### src/rtl/uart_pkg.sv
// Shared types and constants for the UART transmit/receive paths.
// Latency: n/a (declarations only).
// Backpressure: n/a.
package uart_pkg;

    localparam int UART_DATA_BITS            = 8;
    localparam int UART_DEFAULT_CLKS_PER_BIT = 868;

    // Receive FSM states; anything other than IDLE means a frame is in flight
    // or the line is being waited on.
    typedef enum logic [2:0] {
        IDLE,
        START,
        DATA,
        STOP,
        WAIT_HIGH
    } rx_state_e;

endpackage

### src/rtl/uart_bit_sync.sv
// Two-flop synchroniser for an asynchronous single-bit line; resets to idle-high.
// Latency: 2 clock cycles from async_i to sync_o.
// Backpressure: none; samples every cycle.
//
// Ports:
//   clock   - system clock
//   reset   - synchronous, active-high reset (both flops go to 1)
//   async_i - asynchronous input line
//   sync_o  - synchronised copy of async_i
module uart_bit_sync (
    input  logic clock,
    input  logic reset,
    input  logic async_i,
    output logic sync_o
);

    logic meta_q;
    logic sync_q;

    always_ff @(posedge clock) begin
        if (reset) begin
            meta_q <= 1'b1;
            sync_q <= 1'b1;
        end else begin
            meta_q <= async_i;
            sync_q <= meta_q;
        end
    end

    assign sync_o = sync_q;

endmodule

### src/rtl/uart_rx.sv
// 8N1 UART receive front end with mid-bit sampling and a one-entry byte buffer.
// Latency: rx_full rises ~2 + CLKS_PER_BIT/2 + 9*CLKS_PER_BIT cycles after the start edge.
// Backpressure: buffer freed by rx_ack; a good byte arriving while full is dropped (rx_overrun).
//
// Ports:
//   clock, reset  - system clock, synchronous active-high reset
//   rx_bit        - asynchronous serial line, idle high
//   rx_ack        - consumer has read rx_data; frees the buffer
//   rx_data       - last accepted byte (LSB received first)
//   rx_full       - buffer holds an unread byte
//   rx_valid      - one-cycle pulse when a byte is loaded
//   rx_frame_err  - one-cycle pulse when the stop bit is sampled low
//   rx_overrun    - sticky: a good byte was dropped because the buffer was full
//   rx_busy       - FSM not in IDLE
module uart_rx
    import uart_pkg::*;
#(
    parameter int CLKS_PER_BIT = UART_DEFAULT_CLKS_PER_BIT
) (
    input  logic       clock,
    input  logic       reset,
    input  logic       rx_bit,
    input  logic       rx_ack,
    output logic [7:0] rx_data,
    output logic       rx_full,
    output logic       rx_valid,
    output logic       rx_frame_err,
    output logic       rx_overrun,
    output logic       rx_busy
);

    localparam int CW = $clog2(CLKS_PER_BIT);
    localparam logic [CW-1:0] HALF_LAST = CW'(CLKS_PER_BIT / 2 - 1);
    localparam logic [CW-1:0] FULL_LAST = CW'(CLKS_PER_BIT - 1);

    logic                      rx_s;
    rx_state_e                 state_q;
    logic [CW-1:0]             cnt_q;
    logic [2:0]                idx_q;
    logic [UART_DATA_BITS-1:0] shift_q;
    logic [7:0]                data_q;
    logic                      full_q;
    logic                      valid_q;
    logic                      ferr_q;
    logic                      overrun_q;

    uart_bit_sync u_sync (
        .clock   (clock),
        .reset   (reset),
        .async_i (rx_bit),
        .sync_o  (rx_s)
    );

    always_ff @(posedge clock) begin
        if (reset) begin
            state_q   <= IDLE;
            cnt_q     <= '0;
            idx_q     <= '0;
            shift_q   <= '0;
            data_q    <= '0;
            full_q    <= 1'b0;
            valid_q   <= 1'b0;
            ferr_q    <= 1'b0;
            overrun_q <= 1'b0;
        end else begin
            valid_q <= 1'b0;
            ferr_q  <= 1'b0;

            // Consumer read. A frame completing on this same edge overrides
            // these assignments further down.
            if (rx_ack && full_q) begin
                full_q    <= 1'b0;
                overrun_q <= 1'b0;
            end

            case (state_q)
                IDLE: begin
                    cnt_q <= '0;
                    if (!rx_s) begin
                        state_q <= START;
                    end
                end

                // Re-check the line half a bit in; a high here was a glitch.
                START: begin
                    if (cnt_q == HALF_LAST) begin
                        cnt_q <= '0;
                        idx_q <= '0;
                        state_q <= rx_s ? IDLE : DATA;
                    end else begin
                        cnt_q <= cnt_q + CW'(1);
                    end
                end

                DATA: begin
                    if (cnt_q == FULL_LAST) begin
                        cnt_q          <= '0;
                        shift_q[idx_q] <= rx_s;
                        idx_q          <= idx_q + 3'd1;
                        if (idx_q == 3'd7) begin
                            state_q <= STOP;
                        end
                    end else begin
                        cnt_q <= cnt_q + CW'(1);
                    end
                end

                STOP: begin
                    if (cnt_q == FULL_LAST) begin
                        cnt_q <= '0;
                        if (rx_s) begin
                            state_q <= IDLE;
                            if (!full_q || rx_ack) begin
                                // Empty, or being read on this very edge:
                                // the new byte takes the slot and overrun
                                // keeps whatever it held before.
                                data_q    <= shift_q;
                                full_q    <= 1'b1;
                                valid_q   <= 1'b1;
                                overrun_q <= overrun_q;
                            end else begin
                                overrun_q <= 1'b1;
                            end
                        end else begin
                            ferr_q  <= 1'b1;
                            state_q <= WAIT_HIGH;
                        end
                    end else begin
                        cnt_q <= cnt_q + CW'(1);
                    end
                end

                // Break or stuck-low line: no new start bit until it idles.
                WAIT_HIGH: begin
                    cnt_q <= '0;
                    if (rx_s) begin
                        state_q <= IDLE;
                    end
                end

                default: begin
                    state_q <= IDLE;
                    cnt_q   <= '0;
                end
            endcase
        end
    end

    assign rx_data      = data_q;
    assign rx_full      = full_q;
    assign rx_valid     = valid_q;
    assign rx_frame_err = ferr_q;
    assign rx_overrun   = overrun_q;
    assign rx_busy      = (state_q != IDLE);

endmodule

### config.mk
export PLATFORM = sky130hd
export DESIGN_NAME = uart_rx
export DESIGN_NICKNAME = d
export VERILOG_FILES = /design/src/rtl/uart_pkg.sv /design/src/rtl/uart_bit_sync.sv /design/src/rtl/uart_rx.sv
export SDC_FILE = /design/constraint.sdc
export NUM_CORES = 1
export LEC_CHECK = 0
export ABC_AREA = 1
export CAP_MARGIN = 40
export CORE_MARGIN = 2
export CORE_UTILIZATION = 63
export CTS_BUF_LIST = sky130_fd_sc_hd__clkbuf_4 sky130_fd_sc_hd__clkbuf_8
export CTS_CLUSTER_SIZE = 20
export DETAILED_ROUTE_END_ITERATION = 10
export MAX_ROUTING_LAYER = met4
export PLACE_DENSITY = 0.95
export SETUP_SLACK_MARGIN = 0.3
export SYNTH_ARGS = -nofsm -noshare
export SYNTH_HDL_FRONTEND = slang
export SYNTH_SLANG_ARGS = --single-unit
### constraint.sdc
create_clock -name clock -period 3.85 [get_ports clock]
set_input_delay 0.385 -clock clock [delete_from_list [all_inputs] [get_ports clock]]
set_output_delay 0.385 -clock clock [all_outputs]
set_load 0.03 [all_outputs]
clocks.png
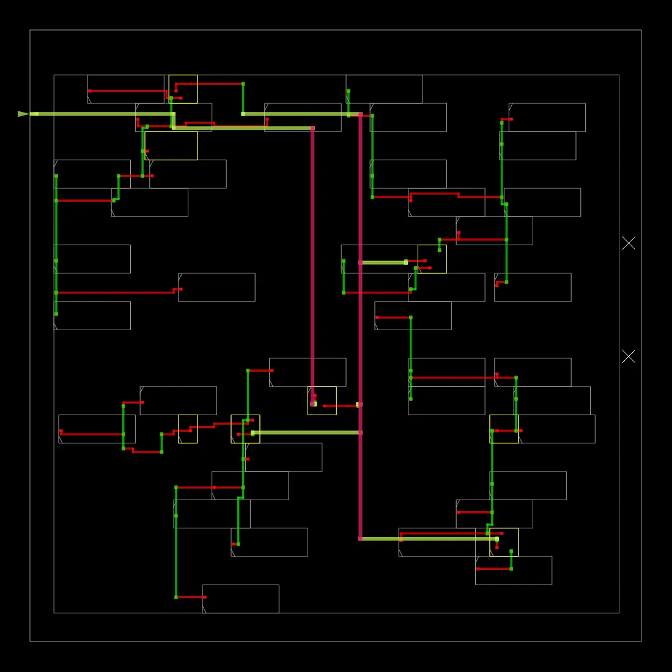
flip-flops: 38
clk_lat worst skew: 350 ps
Clk power: 219 µW

placement_by_type.png
Scale: 4 px per µm.
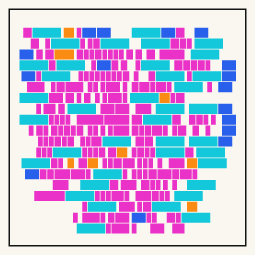
[cyan] sequential cells | cells: 38
[magenta] combinational and other logic | cells: 199
[orange] clock drivers and dummy loads | cells: 8
[blue] remaining buffers and delay cells | cells: 16
# rows: 19
final instance area: 2130 µm²
final core occ: 75.9%

==> reports/metrics.cfg <==
[run_status]
outcome=finished, violations left
failed_checks=DRC

[grt]
grt_util_met1_pct=30.4
antenna_found_initial=0

[layout]
num-fill-cells=188
seq_share_pct=35.7
stdcell_count=292
bufAreaShareNonClock_pct=7.52

[min_path]
hold_path_depth=1

[timing]
slew_viol_final=0
tightest_slew_ps=866
finalHoldWorstSlack_ps=446
clock.fmax_mhz=490
finalCritPeriodShare_pct=53.0
slew_headroom_pct=42.1

[synthesis]
ys_sh_adder_pct=2.65
ys_sh_aoi_pct=8.75
ff_type=dfxtp_1
syn_area_per_cell_um2=7.80
top_area_cell=dfxtp_1

[clock_network]
h-tree-depth=2
cts_tree=yes

[critical_path]
crit_slowest_cell=clkdlybuf4s50_1
required_ps=3460
r2r_cells=8
path_buffers=2
critPathTopFamily=buffers and inverters
worstSetupPathDepth=3
cp_cell_sequence=inv_2 > nand3_1 > clkdlybuf4s50_1

[die]
taps=31
fp.dieW_um=58.7
die_h_um=58.7

[place]
place_inst=284
dp_hpwl_um=2740

[flow_run]
warnings=27

[drt]
wl_met2_um=1740
drc=2
met3RoutedLength_um=156
dr.pass1.iters=7

[power]
ir_drop_uv=397
switching_share_pct=30.7
pg_seq_uw=415
power.group.top=sequential cells

cell_density.png
Scale: 6 px per µm. 12 x 12 tiles, from black (low) to pale yellow (high), 0 to 100% covered.
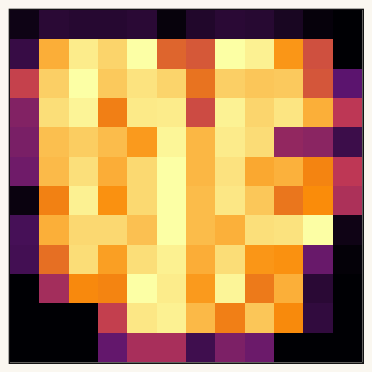
tiles over 75% full: 52%
nearly empty tiles: 12%
mean over tiles: 61%
fullest tile: 100%
densest ninth of the die: center
fp_density: 67.3%
floorplan core area: 2810 µm²

Power figures rest on the tool's default switching activity, not on a simulated workload.
